[src/rtl/pixel_pkg.sv]
// Shared types and default geometry for the pixel readout controller.
package pixel_pkg;

  typedef enum logic [2:0] {
    ST_IDLE    = 3'd0,
    ST_SELECT  = 3'd1,
    ST_CAPTURE = 3'd2,
    ST_SHIFT   = 3'd3,
    ST_DONE    = 3'd4
  } state_e;

  localparam int unsigned DEF_ROW    = 4;
  localparam int unsigned DEF_COL    = 4;
  localparam int unsigned DEF_SETTLE = 2;

  function automatic int unsigned idx_width(input int unsigned n);
    return (n > 1) ? $clog2(n) : 1;
  endfunction

endpackage

[src/rtl/pixel_row_buffer.sv]
// Holds one captured pixel row; the pixel at sel_i is presented on pix_o.
module pixel_row_buffer
  import pixel_pkg::*;
#(
  parameter  int unsigned COL = DEF_COL,
  localparam int unsigned CW  = idx_width(COL)
) (
  input  logic            clk_i,
  input  logic            rst_i,
  input  logic            load_i,
  input  logic [COL*8-1:0] row_i,
  input  logic [CW-1:0]   sel_i,
  output logic [7:0]      pix_o
);

  logic [7:0] buf_q [COL];

  always_ff @(posedge clk_i) begin
    if (rst_i) begin
      for (int unsigned i = 0; i < COL; i++) buf_q[i] <= '0;
    end else if (load_i) begin
      for (int unsigned i = 0; i < COL; i++) buf_q[i] <= row_i[8*i +: 8];
    end
  end

  always_comb begin
    pix_o = '0;
    if (32'(sel_i) < COL) pix_o = buf_q[sel_i];
  end

endmodule

[src/rtl/pixel_readout_ctrl.sv]
// Row-by-row pixel array readout: select a row, let it settle, capture it,
// then stream its pixels out over a valid/ready handshake.
module pixel_readout_ctrl
  import pixel_pkg::*;
#(
  parameter  int unsigned ROW    = DEF_ROW,
  parameter  int unsigned COL    = DEF_COL,
  parameter  int unsigned SETTLE = DEF_SETTLE,
  localparam int unsigned RW     = idx_width(ROW),
  localparam int unsigned CW     = idx_width(COL)
) (
  input  logic             clk_i,
  input  logic             rst_i,
  input  logic             start_i,
  output logic [ROW-1:0]   read_o,
  input  logic [COL*8-1:0] data_i,
  output logic             pix_valid_o,
  input  logic             pix_ready_i,
  output logic [7:0]       pix_data_o,
  output logic [RW-1:0]    pix_row_o,
  output logic [CW-1:0]    pix_col_o,
  output logic             busy_o,
  output logic             frame_done_o,
  output logic             overrun_o
);

  localparam logic [RW-1:0] ROW_LAST    = RW'(ROW - 1);
  localparam logic [CW-1:0] COL_LAST    = CW'(COL - 1);
  localparam logic [3:0]    SETTLE_LAST = 4'(SETTLE - 1);

  state_e          state_q, state_d;
  logic [RW-1:0]   row_q, row_d;
  logic [CW-1:0]   col_q, col_d;
  logic [3:0]      cnt_q, cnt_d;
  logic [7:0]      pix_data_q, pix_data_d;
  logic [ROW-1:0]  read_q, read_d;
  logic            valid_q, busy_q, done_q, ovr_q;
  logic            load;
  logic [CW-1:0]   next_col;
  logic [7:0]      buf_pix;

  assign next_col = col_q + CW'(1);

  pixel_row_buffer #(.COL(COL)) u_row_buf (
    .clk_i  (clk_i),
    .rst_i  (rst_i),
    .load_i (load),
    .row_i  (data_i),
    .sel_i  (next_col),
    .pix_o  (buf_pix)
  );

  always_comb begin
    state_d    = state_q;
    row_d      = row_q;
    col_d      = col_q;
    cnt_d      = cnt_q;
    pix_data_d = pix_data_q;
    load       = 1'b0;
    unique case (state_q)
      ST_IDLE: begin
        if (start_i) begin
          state_d = ST_SELECT;
          row_d   = '0;
          col_d   = '0;
          cnt_d   = '0;
        end
      end
      ST_SELECT: begin
        if (cnt_q == SETTLE_LAST) begin
          state_d = ST_CAPTURE;
          cnt_d   = '0;
        end else begin
          cnt_d = cnt_q + 4'd1;
        end
      end
      ST_CAPTURE: begin
        // Column 0 goes straight from the array; the buffer serves columns 1+.
        load       = 1'b1;
        pix_data_d = data_i[7:0];
        col_d      = '0;
        state_d    = ST_SHIFT;
      end
      ST_SHIFT: begin
        if (pix_ready_i) begin
          if (col_q == COL_LAST) begin
            col_d = '0;
            if (row_q == ROW_LAST) begin
              state_d = ST_DONE;
            end else begin
              state_d = ST_SELECT;
              row_d   = row_q + RW'(1);
              cnt_d   = '0;
            end
          end else begin
            col_d      = next_col;
            pix_data_d = buf_pix;
          end
        end
      end
      ST_DONE:  state_d = ST_IDLE;
      default:  state_d = ST_IDLE;
    endcase
  end

  always_comb begin
    read_d = '0;
    if (state_d == ST_SELECT || state_d == ST_CAPTURE) read_d[row_d] = 1'b1;
  end

  // Outputs are registered from next-state so they line up with state_q.
  always_ff @(posedge clk_i) begin
    if (rst_i) begin
      state_q    <= ST_IDLE;
      row_q      <= '0;
      col_q      <= '0;
      cnt_q      <= '0;
      pix_data_q <= '0;
      read_q     <= '0;
      valid_q    <= 1'b0;
      busy_q     <= 1'b0;
      done_q     <= 1'b0;
      ovr_q      <= 1'b0;
    end else begin
      state_q    <= state_d;
      row_q      <= row_d;
      col_q      <= col_d;
      cnt_q      <= cnt_d;
      pix_data_q <= pix_data_d;
      read_q     <= read_d;
      valid_q    <= (state_d == ST_SHIFT);
      busy_q     <= (state_d != ST_IDLE);
      done_q     <= (state_d == ST_DONE);
      ovr_q      <= ovr_q | (start_i && state_q != ST_IDLE);
    end
  end

  assign read_o       = read_q;
  assign pix_valid_o  = valid_q;
  assign pix_data_o   = pix_data_q;
  assign pix_row_o    = row_q;
  assign pix_col_o    = col_q;
  assign busy_o       = busy_q;
  assign frame_done_o = done_q;
  assign overrun_o    = ovr_q;

endmodule
[config.mk]
export PLATFORM = sky130hd
export DESIGN_NAME = pixel_readout_ctrl
export DESIGN_NICKNAME = d
export VERILOG_FILES = /design/src/rtl/pixel_pkg.sv /design/src/rtl/pixel_row_buffer.sv /design/src/rtl/pixel_readout_ctrl.sv
export SDC_FILE = /design/constraint.sdc
export NUM_CORES = 1
export LEC_CHECK = 0
export CORE_MARGIN = 10
export CORE_UTILIZATION = 51
export DETAILED_ROUTE_END_ITERATION = 7
export MAX_ROUTING_LAYER = met4
export PLACE_DENSITY_LB_ADDON = 0.25
export SETUP_SLACK_MARGIN = 0.4
export SLEW_MARGIN = 10
export SYNTH_ARGS = -nofsm -noshare
export SYNTH_HDL_FRONTEND = slang
export SYNTH_SLANG_ARGS = --single-unit
[constraint.sdc]
create_clock -name clk_i -period 3.05 [get_ports clk_i]
set_input_delay 0.305 -clock clk_i [delete_from_list [all_inputs] [get_ports clk_i]]
set_output_delay 0.305 -clock clk_i [all_outputs]
set_load 0.05 [all_outputs]
**Run 1: metal 1**

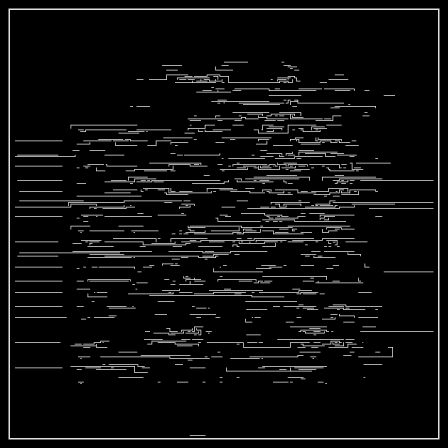
main direction: horizontal
nets with wire on the layer: 295
routed vias: 1894
Routed WL: 5.65 mm
met1 GRT Util: 16.7%

**Run 1: signal wires on met2**

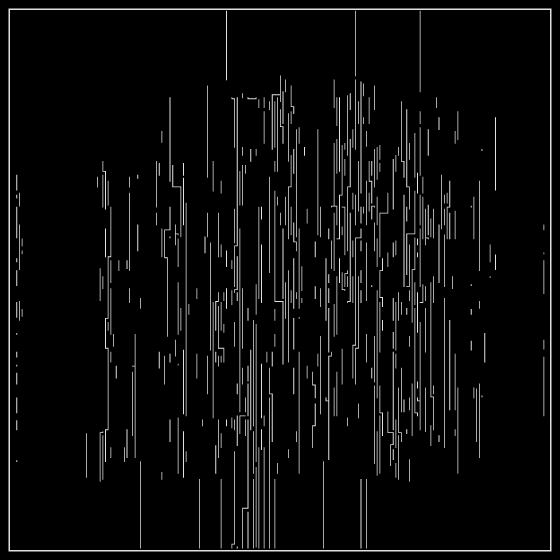
main direction: vertical
longest straight run: 36.4 um
GRT met2 Usage: 21.2%

==> results.yml, run 1 <==
# synthesis and place-and-route metrics
status:
  outcome: "finished clean"
cts:
  cts_buffers: 9
  cts_max_level: 3
  clock-root-buffer: "clkbuf_8"
  clk_pin_slew_ps: 70
  post_cts_buffers: 0
  cts_tree: "done"
  cts.path.max_buffers: 2
  clock-sinks: 59
  ctsHoldBuffers: 0
route:
  first_pass_iters: 4
  ant_nets: 0
setup_path:
  r2r_slack_ps: 1060
  reg2reg_from: "state_q[0]$_SDFF_PP0_"
  path_max_fanout: 14
  crit_end: "read_o[3]$_SDFF_PP0_"
  path_class: "flop to flop"
  crit_start: "state_q[0]$_SDFF_PP0_"
  worst_ep_arrival_time_ps: 2250
  end_kind: "flop"
  crit_required_ps: 3310
timing:
  fin_skew_ps: 7.18
  rsz0062_at_grt: "false"
  hold_viol_final: 0
  hold_ws_ps: 473
  relSlewSlack_pct: 63.4
  tns_ps: 0
  finalCriticalPeriod_ps: 1990
  setup_viol: 0
  max_freq_mhz: 502
  worst_pin_slew_ps: 547
synth:
  yosys_warnings: 0
  synthSimpleGateAreaFrac_pct: 22.0
  synthesis.area_um2: 2670
  compound_area_share_pct: 9.28
  syn_inst: 222
  xor_area_share_pct: 0.328
  ff_type: "edfxtp_1"
  mux_share_pct: 7.12
  top_area_cell: "edfxtp_1"
  topCellsByArea: "edfxtp_1, dfxtp_1, and2_1"
  ys_area_um2: 2670
  edf_count: 32
  most_common_cell: "and2_1"
  yosysSeqAreaShare_pct: 56.2
  ys_async_sr_fraction_pct: 0
  ys_types: 44
  ys.flops: 59
  syn_area_per_cell_um2: 12.0
  ys_cells: 222
  yosysTopAreaCellShare_pct: 36.0
  fa_ha_area_share_pct: 1.87
place:
  placement.io_buffers: 55
  place_hpwl_mm: 3.90
  gp_congestion: 0.805
floorplanning:
  die_h_um: 92.4
  dieArea_um2: 8530
  fp_util_pct: 52.3
  fp.dieW_um: 92.4
  pin_count: 56
  coreArea_um2: 5110
  num_rows: 26
pwr:
  power.total_mw: 1.92
  p_per_area_nw_per_um2: 548
  vdd.ir_drop.worst_mv: 0.293
global_route:
  grt_pass1_vias: 1951
  grt_start_max_net_pins: 33
  grt-ovfl-total: 0
  grt_pass1_wl_mm: 9.33
  antenna_found_initial: 0
hold_path:
  hold_end: "overrun_o$_SDFF_PP0_"
  hp-start: "overrun_o$_SDFF_PP0_"
  worstHoldPathCells: 2
  hold_path_class: "flop to flop"
run:
  warnings: 28
  maxCapViolations: 0
layout:
  nFillCells: 393
  antennaDiodeCount: 0
  area_delta_synth_final_pct: 31.1
  nets: 319
**Run 1: signal wires on met3**

Bar = 20 um. Cells faint in the background.
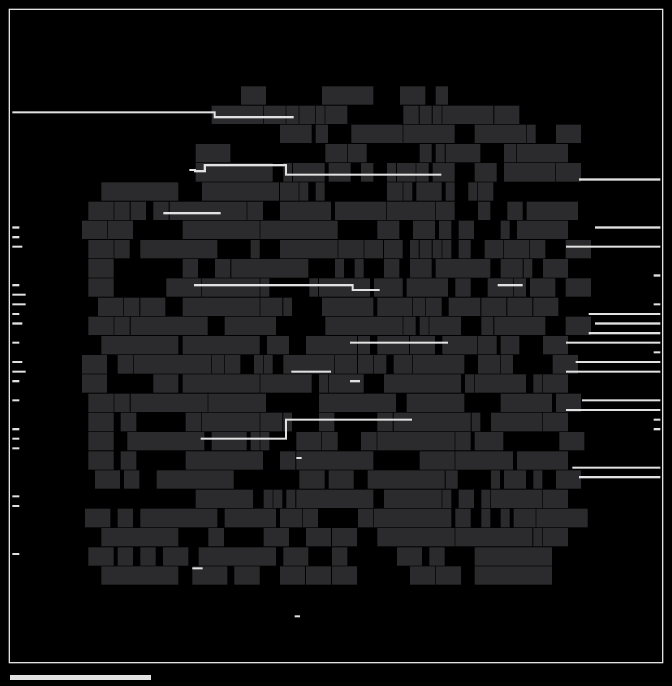
nets with wire on the layer: 42
main direction: horizontal
wire length on this layer: 337 um
longest straight run: 28.5 um
met3 global-route usage: 5.97%

**Run 1: track usage over the die**

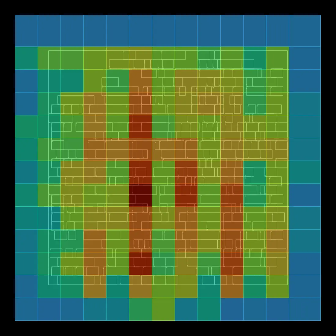
GR peak layer: met2
gr usage total: 14.3%
Final Util: 68.5%
drt wl/cell: 16.0 um

run 1: area by class of cell:
class | instances | area, um^2 | share of cell area (%)
Sequential cell | 59 | 1500 | 42.9
Timing Repair Buffer | 59 | 584 | 16.7
Clock buffer | 10 | 128 | 3.65
Clock inverter | 6 | 104 | 2.97
Tap cell | 70 | 87.6 | 2.50
Multi-Input combinational cell | 148 | 1090 | 31.1
Inverter | 2 | 7.51 | 0.215
run 1: registers in the layout, indices dropped and copies added, names as in the netlist:
name,count
busy_o,1
cnt_q,4
frame_done_o,1
overrun_o,1
pix_col_o,2
pix_data_o,8
pix_row_o,2
pix_valid_o,1
read_o,4
state_q,3
u_row_buf.buf_q,32
run 1: placed cells by master, fill, tap and decap left out, types with 2 or more instances in the layout:
cell,n
mux4_2,8
dfxtp_1,27
a21oi_1,8
nand2_1,20
a311oi_1,10
nand2b_1,6
clkdlybuf4s50_1,55
clkinv_2,2
buf_4,3
nand3_1,3
nor3_2,2
nor2_1,18
bufinv_16,3
inv_1,2
and2_1,35
clkbuf_8,9
ha_1,4
nor3b_1,3
nor3_1,6
edfxtp_1,32
run 1: power by group:
group	switching (mW)	total (mW)	internal (mW)
Combinational	0.0929	0.182	0.0894
Sequential	0.0196	0.889	0.870
Clock	0.309	0.846	0.537
run 1: critical path: stages, from the launching register on:
cell and delay, ps:
dfxtp_1 660, and3b_1 570, a21oi_1 180, nor3_2 280
nor3b_1 220
run 1: metrics by stage:
stage	instance area, um^2	cells
after floorplan	2670	222
after global placement	3260	337
after detailed placement	3260	337
after CTS	3490	353
after global routing	3500	354
final	3500	354
run 1: per-layer routing:
| metal | part of all wire, % | GRT usage [%] |
|---|---|---|
| met5 | 0 | - |
| met4 | 1.9 | 6.30 |
| met3 | 5.9 | 5.97 |
| met2 | 46 | 21.2 |
| met1 | 46 | 16.7 |
==> run 2, diff against run 1 <==
--- a/config.mk
+++ b/config.mk
@@ -6,7 +6,7 @@
 export NUM_CORES = 1
 export LEC_CHECK = 0
 export CORE_MARGIN = 10
-export CORE_UTILIZATION = 51
+export CORE_UTILIZATION = 46
 export DETAILED_ROUTE_END_ITERATION = 7
 export MAX_ROUTING_LAYER = met4
 export PLACE_DENSITY_LB_ADDON = 0.25
==> constraint.sdc (replaced) <==
create_clock -name clk_i -period 1.6 [get_ports clk_i]
set_input_delay 0.16 -clock clk_i [delete_from_list [all_inputs] [get_ports clk_i]]
set_output_delay 0.16 -clock clk_i [all_outputs]
set_load 0.05 [all_outputs]
**Run 2: signal wires on met2**

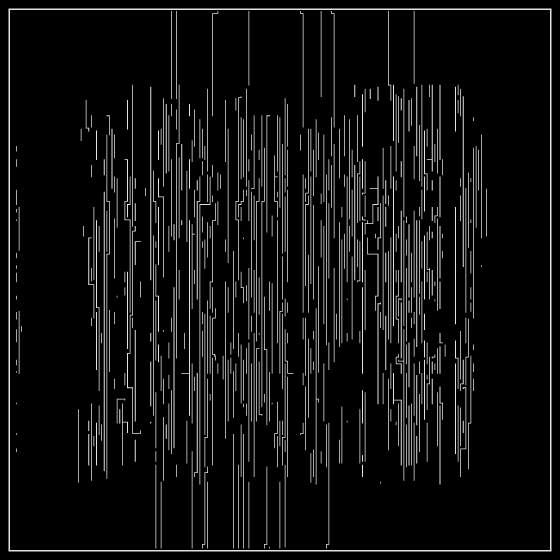
share of all routed wire: 55%
longest straight run: 49.8 um
wire length on this layer: 4450 um
Routed WL: 8.11 mm
routed vias: 2222
GRT met2 Usage: 25.6%

==> run 2 against run 1 <==
Die size rose by 8.5%. Sequential power rose by 89%. Clock power rose by 54%. Sequential share of layout area fell by 7.7 points. Flip-flop count did not move. Register-to-register slack got worse by 1100 ps. Worst hold slack got worse by 38 ps. First-iteration DRC count rose by 91%. Power rose by 84%. Clock skew barely moved. Largest power group unchanged. Synthesized area did not move. Critical endpoint is now frame_done_o$_SDFF_PP0_. Global-route usage rose by 1.5 points.
==> results.yml, run 2 <==
# synthesis and place-and-route metrics
cts:
  post_cts_buffers: 13
  clock-sinks: 59
  clock-root-buffer: "clkbuf_8"
  ctsHoldBuffers: 0
  cts_buffers: 9
timing:
  rsz0062_at_grt: "true"
  relSlewSlack_pct: 74.5
  max_freq_mhz: 626
  hold_viol_final: 0
  finalCriticalPeriod_ps: 1600
  worst_pin_slew_ps: 382
setup_path:
  worst_ep_arrival_time_ps: 1830
  end_kind: "flop"
  crit_required_ps: 1840
  path_max_fanout: 3
synth:
  ys_cells: 222
  most_common_cell: "and2_1"
  yosysTopAreaCellShare_pct: 36.0
  ys_async_sr_fraction_pct: 0
  synthesis.area_um2: 2670
  yosysSeqAreaShare_pct: 56.2
layout:
  largest_register: "u_row_buf.buf_q"
  final_cell_mix: "buf_4, clkdlybuf4s50_1, edfxtp_1"
  logic_gates: 148
  area_delta_synth_final_pct: 62.8
  nFillCells: 342
  fin_area_um2: 4350
  sh_comb_area_pct: 32.7
  inv_count: 2
  layout_top_cell: "buf_4"
  utilization_pct: 78.0
  flops: 59
route:
  ant_nets: 0
  first_pass_iters: 4
global_route:
  antenna_found_initial: 0
  grt-ovfl-total: 0
  grt_start_max_net_pins: 33
status:
  outcome: "finished clean"
place:
  postPlaceCellArea_um2: 3450
floorplanning:
  die_h_um: 96.2
  num_rows: 27
  fp.dieW_um: 96.2
hold_path:
  hold_path_class: "input port to flop"
run:
  maxCapViolations: 0
==> run 2: per-layer routing <==
metal	global-route usage, %	wire (um)	vias up	part of all wire [%]
li1	-	-	1023	-
met1	17.4	3130	1121	39
met2	25.6	4450	66	55
met3	5.99	399	12	4.9
met4	5.53	131	0	1.6
met5	-	0	-	0
==> run 2: worst paths after layout <==
| check | depth (start not counted) | slack (ps) | from | to |
|---|---|---|---|---|
| worst max-delay path | 6 | 2 | cnt_q[1]$_SDFFE_PP0P_ | frame_done_o$_SDFF_PP0_ |
| worst min-delay path | 3 | 430 | data_i[2] | pix_data_o[2]$_SDFFE_PP0P_ |
| worst max register to register | 6 | 2 | cnt_q[1]$_SDFFE_PP0P_ | frame_done_o$_SDFF_PP0_ |
| worst min register to register | 2 | 490 | overrun_o$_SDFF_PP0_ | overrun_o$_SDFF_PP0_ |
==> run 2: worst max-delay path, cell delays in order (launching register included) <==
cell and delay, ps:
dfxtp_4 350, inv_4 60, ha_4 110, or3b_4 400, nor3b_2 290, a21oi_2 90, o21a_1 200
==> run 2: through the flow <==
stage | std cells | worst slack (ps) | total power [mW] | hold WS [ps]
3_5_place_dp | 351 | -57.9 | 2.11 | 467
4_1_cts | 383 | 106 | 3.44 | 426
2_1_floorplan | 222 | 185 | 1.93 | 229
5_1_grt | 402 | -24.0 | 3.65 | 434
3_3_place_gp | 351 | 4.86 | 2.10 | 451
6_report | 402 | 1.81 | 3.53 | 435
==> run 2: kinds of logic after synthesis <==
family	count (synthesis)	synth area share [%]
buf+inv	15	3.19
fa+ha+maj	4	1.87
simple gates	102	22.0
compound gates	32	9.28
xor+xnor	1	0.328
flops	59	56.2
mux	9	7.12
==> run 2: where the power goes <==
part	switching [mW]	internal [mW]	total [mW]
combinational	0.261	0.289	0.550
clock	0.604	0.697	1.30
sequential	0.0339	1.65	1.68
Power figures rest on the tool's default switching activity, not on a simulated workload.
